Figure 1. Met1 routing.
Scale bar: 20 um. Supply wires on this layer in grey.
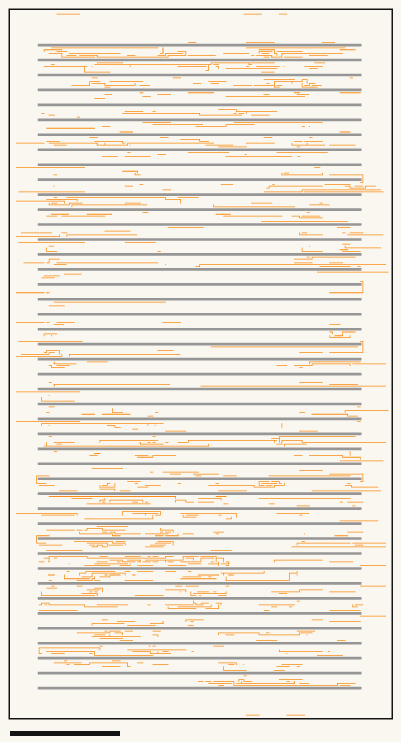
Figure 2. Routing congestion map.
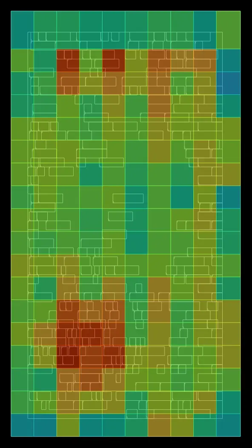
Figure 3. M3 wires.
Cells faint in the background.
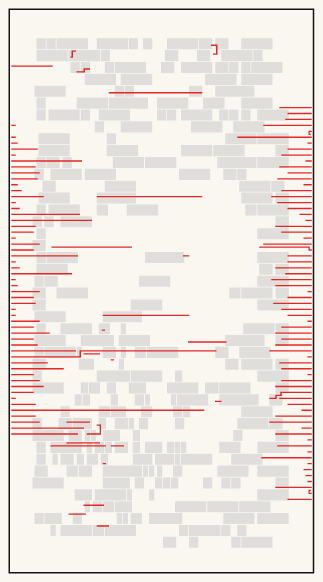
Figure 4. Signal wires on met4.
Scale bar: 20 um. Supply wires on this layer in grey.
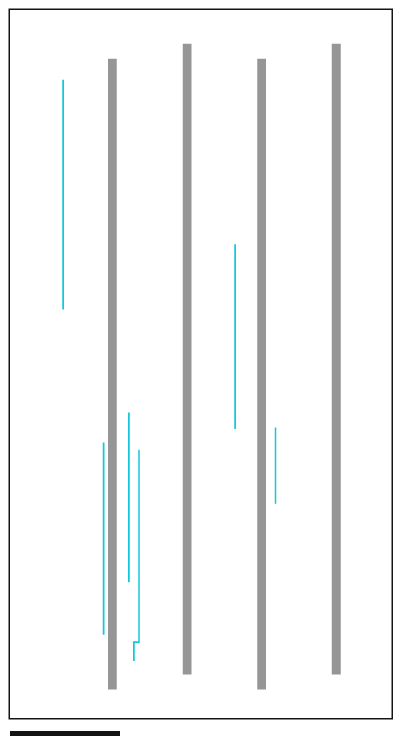
--- config.mk ---
export PLATFORM = sky130hd
export DESIGN_NAME = sbp_pipeline_scheduler
export DESIGN_NICKNAME = d
export VERILOG_FILES = /design/src/rtl/sbp_pkg.sv /design/src/rtl/sbp_credit_counter.sv /design/src/rtl/sbp_pipeline_scheduler.sv
export SDC_FILE = /design/constraint.sdc
export NUM_CORES = 1
export LEC_CHECK = 0
export CAP_MARGIN = 20
export CORE_ASPECT_RATIO = 2
export CORE_MARGIN = 5
export CORE_UTILIZATION = 42
export DETAILED_ROUTE_END_ITERATION = 6
export DONT_BUFFER_PORTS = 1
export PLACE_DENSITY_LB_ADDON = 0.12
export SETUP_SLACK_MARGIN = 0.1
export SLEW_MARGIN = 0
export SYNTH_ARGS = -nofsm -noshare
export SYNTH_HDL_FRONTEND = slang
export SYNTH_SLANG_ARGS = --single-unit
--- constraint.sdc ---
create_clock -name clk -period 2.94 [get_ports clk]
set_clock_uncertainty 0.05 [all_clocks]
set_input_delay 0.735 -clock clk [delete_from_list [all_inputs] [get_ports clk]]
set_output_delay 0.735 -clock clk [all_outputs]
set_load 0.02 [all_outputs]
--- src/rtl/sbp_pkg.sv ---
// sbp_pkg: shared widths, pipeline slot layout and scheduler state encoding
package sbp_pkg;

    localparam int STAGE_ID_BITS = 6;
    localparam int LOCATION_BITS = 11;
    localparam int BIT_POS_BITS  = 6;
    localparam int CHILD_BITS    = 4;
    localparam int PAD_STAGE     = (4 - STAGE_ID_BITS % 4) % 4;
    localparam int PAD_LOCATION  = (4 - LOCATION_BITS % 4) % 4;
    localparam int RESULT_BITS   = STAGE_ID_BITS + PAD_STAGE + LOCATION_BITS + PAD_LOCATION + CHILD_BITS;

    typedef struct packed {
        logic                     update;
        logic [31:0]              ip_addr;
        logic [BIT_POS_BITS-1:0]  bit_pos;
        logic [STAGE_ID_BITS-1:0] stage_id;
        logic [LOCATION_BITS-1:0] location;
        logic [RESULT_BITS-1:0]   result;
    } sbp_slot_t;

    typedef enum logic {
        ST_LOOKUP,
        ST_UPDATE
    } sched_state_t;

endpackage

--- src/rtl/sbp_credit_counter.sv ---
// sbp_credit_counter: saturating free-slot counter for the downstream result FIFO
module sbp_credit_counter #(
    parameter int MAX = 32,
    localparam int CW = $clog2(MAX + 1)
) (
    input  logic          clk,
    input  logic          rst,
    input  logic          take,
    input  logic          give,
    output logic [CW-1:0] count,
    output logic          nonzero
);

    assign nonzero = count != '0;

    // take and give together cancel; a give while already full is dropped
    always_ff @(posedge clk) begin
        if (rst)
            count <= CW'(MAX);
        else if (take && !give)
            count <= count - 1'b1;
        else if (give && !take && count != CW'(MAX))
            count <= count + 1'b1;
    end

    // a return with no credit outstanding means the downstream bookkeeping is broken
    always_ff @(posedge clk) begin
        if (!rst && give && !take)
            assert (count != CW'(MAX)) else $error("credit return while all credits free");
    end

endmodule

--- src/rtl/sbp_pipeline_scheduler.sv ---
// sbp_pipeline_scheduler: arbitrates lookups and atomic update batches into the lookup pipeline head
module sbp_pipeline_scheduler
    import sbp_pkg::*;
#(
    parameter int ROOT_STAGE_ID = 1,
    parameter int MAX_INFLIGHT  = 32,
    parameter int LOOKUP_BURST  = 8
) (
    input  logic                              clk,
    input  logic                              rst,
    input  logic                              lookup_valid_i,
    output logic                              lookup_ready_o,
    input  logic [31:0]                       lookup_ip_i,
    input  logic                              upd_valid_i,
    output logic                              upd_ready_o,
    input  logic                              upd_last_i,
    input  logic [31:0]                       upd_prefix_i,
    input  logic [BIT_POS_BITS-1:0]           upd_length_i,
    input  logic [STAGE_ID_BITS-1:0]          upd_stage_id_i,
    input  logic [LOCATION_BITS-1:0]          upd_location_i,
    input  logic [RESULT_BITS-1:0]            upd_result_i,
    input  logic                              credit_return_i,
    output logic                              update_o,
    output logic [31:0]                       ip_addr_o,
    output logic [BIT_POS_BITS-1:0]           bit_pos_o,
    output logic [STAGE_ID_BITS-1:0]          stage_id_o,
    output logic [LOCATION_BITS-1:0]          location_o,
    output logic [RESULT_BITS-1:0]            result_o,
    output logic                              busy_o,
    output logic [$clog2(MAX_INFLIGHT+1)-1:0] credits_o
);

    localparam int BW = $clog2(LOOKUP_BURST + 1);

    sched_state_t state, state_next;
    logic [BW-1:0] burst, burst_next;
    logic          in_update, upd_grant, lk_grant, credits_nz;
    sbp_slot_t     slot, slot_next;

    sbp_credit_counter #(.MAX(MAX_INFLIGHT)) u_credits (
        .clk     (clk),
        .rst     (rst),
        .take    (lk_grant),
        .give    (credit_return_i),
        .count   (credits_o),
        .nonzero (credits_nz)
    );

    // grant arbitration, next state, burst tracking and the slot to inject
    always_comb begin
        in_update  = state == ST_UPDATE;
        upd_grant  = in_update ? upd_valid_i
                   : upd_valid_i && (!lookup_valid_i || burst == BW'(LOOKUP_BURST) || !credits_nz);
        lk_grant   = !in_update && !upd_grant && lookup_valid_i && credits_nz;
        state_next = upd_grant ? (upd_last_i ? ST_LOOKUP : ST_UPDATE) : state;
        burst_next = upd_grant ? '0
                   : !lk_grant ? burst
                   : !upd_valid_i ? '0
                   : burst == BW'(LOOKUP_BURST) ? burst : burst + 1'b1;
        lookup_ready_o = lk_grant;
        upd_ready_o    = in_update || upd_grant;
        slot_next      = '0;
        if (upd_grant)
            slot_next = '{update: 1'b1, ip_addr: upd_prefix_i, bit_pos: upd_length_i,
                          stage_id: upd_stage_id_i, location: upd_location_i, result: upd_result_i};
        else if (lk_grant)
            slot_next = '{update: 1'b0, ip_addr: lookup_ip_i, bit_pos: '0,
                          stage_id: STAGE_ID_BITS'(ROOT_STAGE_ID), location: '0, result: '0};
    end

    // state, burst counter and registered pipeline head slot
    always_ff @(posedge clk) begin
        if (rst) begin
            state <= ST_LOOKUP;
            burst <= '0;
            slot  <= '0;
        end else begin
            state <= state_next;
            burst <= burst_next;
            slot  <= slot_next;
        end
    end

    assign update_o   = slot.update;
    assign ip_addr_o  = slot.ip_addr;
    assign bit_pos_o  = slot.bit_pos;
    assign stage_id_o = slot.stage_id;
    assign location_o = slot.location;
    assign result_o   = slot.result;
    assign busy_o     = state == ST_UPDATE;

endmodule

==> run summary <==
Implementation status.

- The residual overflow from global routing is 0.
- The number of clock buffer instances in the layout is 11.
- The worst register-to-register path ends at u_credits.count[2].
- The final setup TNS is 0 ns.
- The most numerous cell type found on the critical path is sky130_fd_sc_hd__ha_1.
- 206 I/O pins were placed.
- The flip-flop and latch count after synthesis is about 90.
- When the netlist entered floorplanning its net count stood at 379.
- The ratio of final minimum period to clock period is 0.924.
- The run finished with clean final reports.
- The layout summary lists the proportion of cells stronger than drive strength 1 as 0.140.
- Entering global routing, the biggest net connects 62 pins.
- The number of placement rows is ~43.
- The peak supply drop is 0.424 mV.
- Per the STA report, the cell with the highest stage delay on the worst path is sky130_fd_sc_hd__or4_1.
- According to the finish report, the design has a final net count of just under 400.
- The remaining number of nets flagged by the antenna check after routing is 0.
- Counting tap cells, the placed design contains a total of 345 instances.
- Of the total synthesized cell area, the portion taken by AND-OR and OR-AND cells is 0.150.
- After layout, the worst setup slack is 0.222 ns.
- The xor/xnor share of the synthesized area is 0.00591.
- The CTS tree is built.
- Using the TritonRoute via totals, the vias-per-cell ratio works out to 5.34.
- The number of buffers added by the clock tree synthesis step is 9.
- The report shows a maximum critical-path fanout of 6.
- The report puts the hold buffer count at CTS at 0.
- By area, registers come first.
- sky130_fd_sc_hd__dfxtp_1 is the most common cell in the netlist.
- The tally of max-capacitance violations is 0.
- The average footprint of a synthesized cell is 11.4 sq um.
- For reference, the final report shows the hold violation count at 0.
- The post-placement setup slack is between 0.1 and 0.15 ns.
- The height of the chip is 129 um.
- The power report attributes to the clock group a share of 0.362.
- The adder and majority gate portion of the synthesized area is 0.0127.
- The cell taking the most area after synthesis is sky130_fd_sc_hd__dfxtp_1.
- The number of warnings in the stage logs is 28.
- The count of library flops with an enable pin is 0.
- The upper clock frequency limit is 0.368 GHz.
- The share of the yosys chip area belonging to registers is 0.615.
- The fraction of power spent switching nets is 0.293.
- The time the final worst path needs with I/O delays and setup is 2.72 ns.
- The placeable core region is between 6000 and 7000 sq um.
- Of the total standard cell area in the layout, the sequential portion is 0.533.
- For reference, the most critical setup path is categorized as reg -> reg.
- Counting instances, the worst hold path has a depth of 1.
- The tally of non-filler cells in the final layout is around 360.
- The registers of the reported paths see a clock transition of about 0.070 ns.
- The quantity of I/O buffers inserted on ports is 0.
- The power report attributes to the sequential group a share of 0.492.
- The H-tree level count is 3.
- The type recorded for the worst min-delay path is in -> reg.
Back to the opening pictures, Figure 1:
The longest straight run is 33.8 um. The layer carries 2560 um of wire.

Back to the opening pictures, Figure 2:
grt peak-use layer: met2
met3 usage in global routing: 0.0923
detail-routed net length per standard cell: 21.3 um
overall fraction of global-route tracks in use: 0.167
post-layout util: 0.497

Back to the opening pictures, Figure 3:
The layer carries 932 um of wire. 131 nets have wire on it. The layer holds 12% of the routed length. The longest straight run is 43.9 um.

Back to the opening pictures, Figure 4:
The layer carries 193 um of wire. The layer holds 2.5% of the routed length. The wires run mostly vertical. The longest straight run is 41.5 um. 4 nets have wire on it.

Power is estimated from default activity; no workload was simulated.
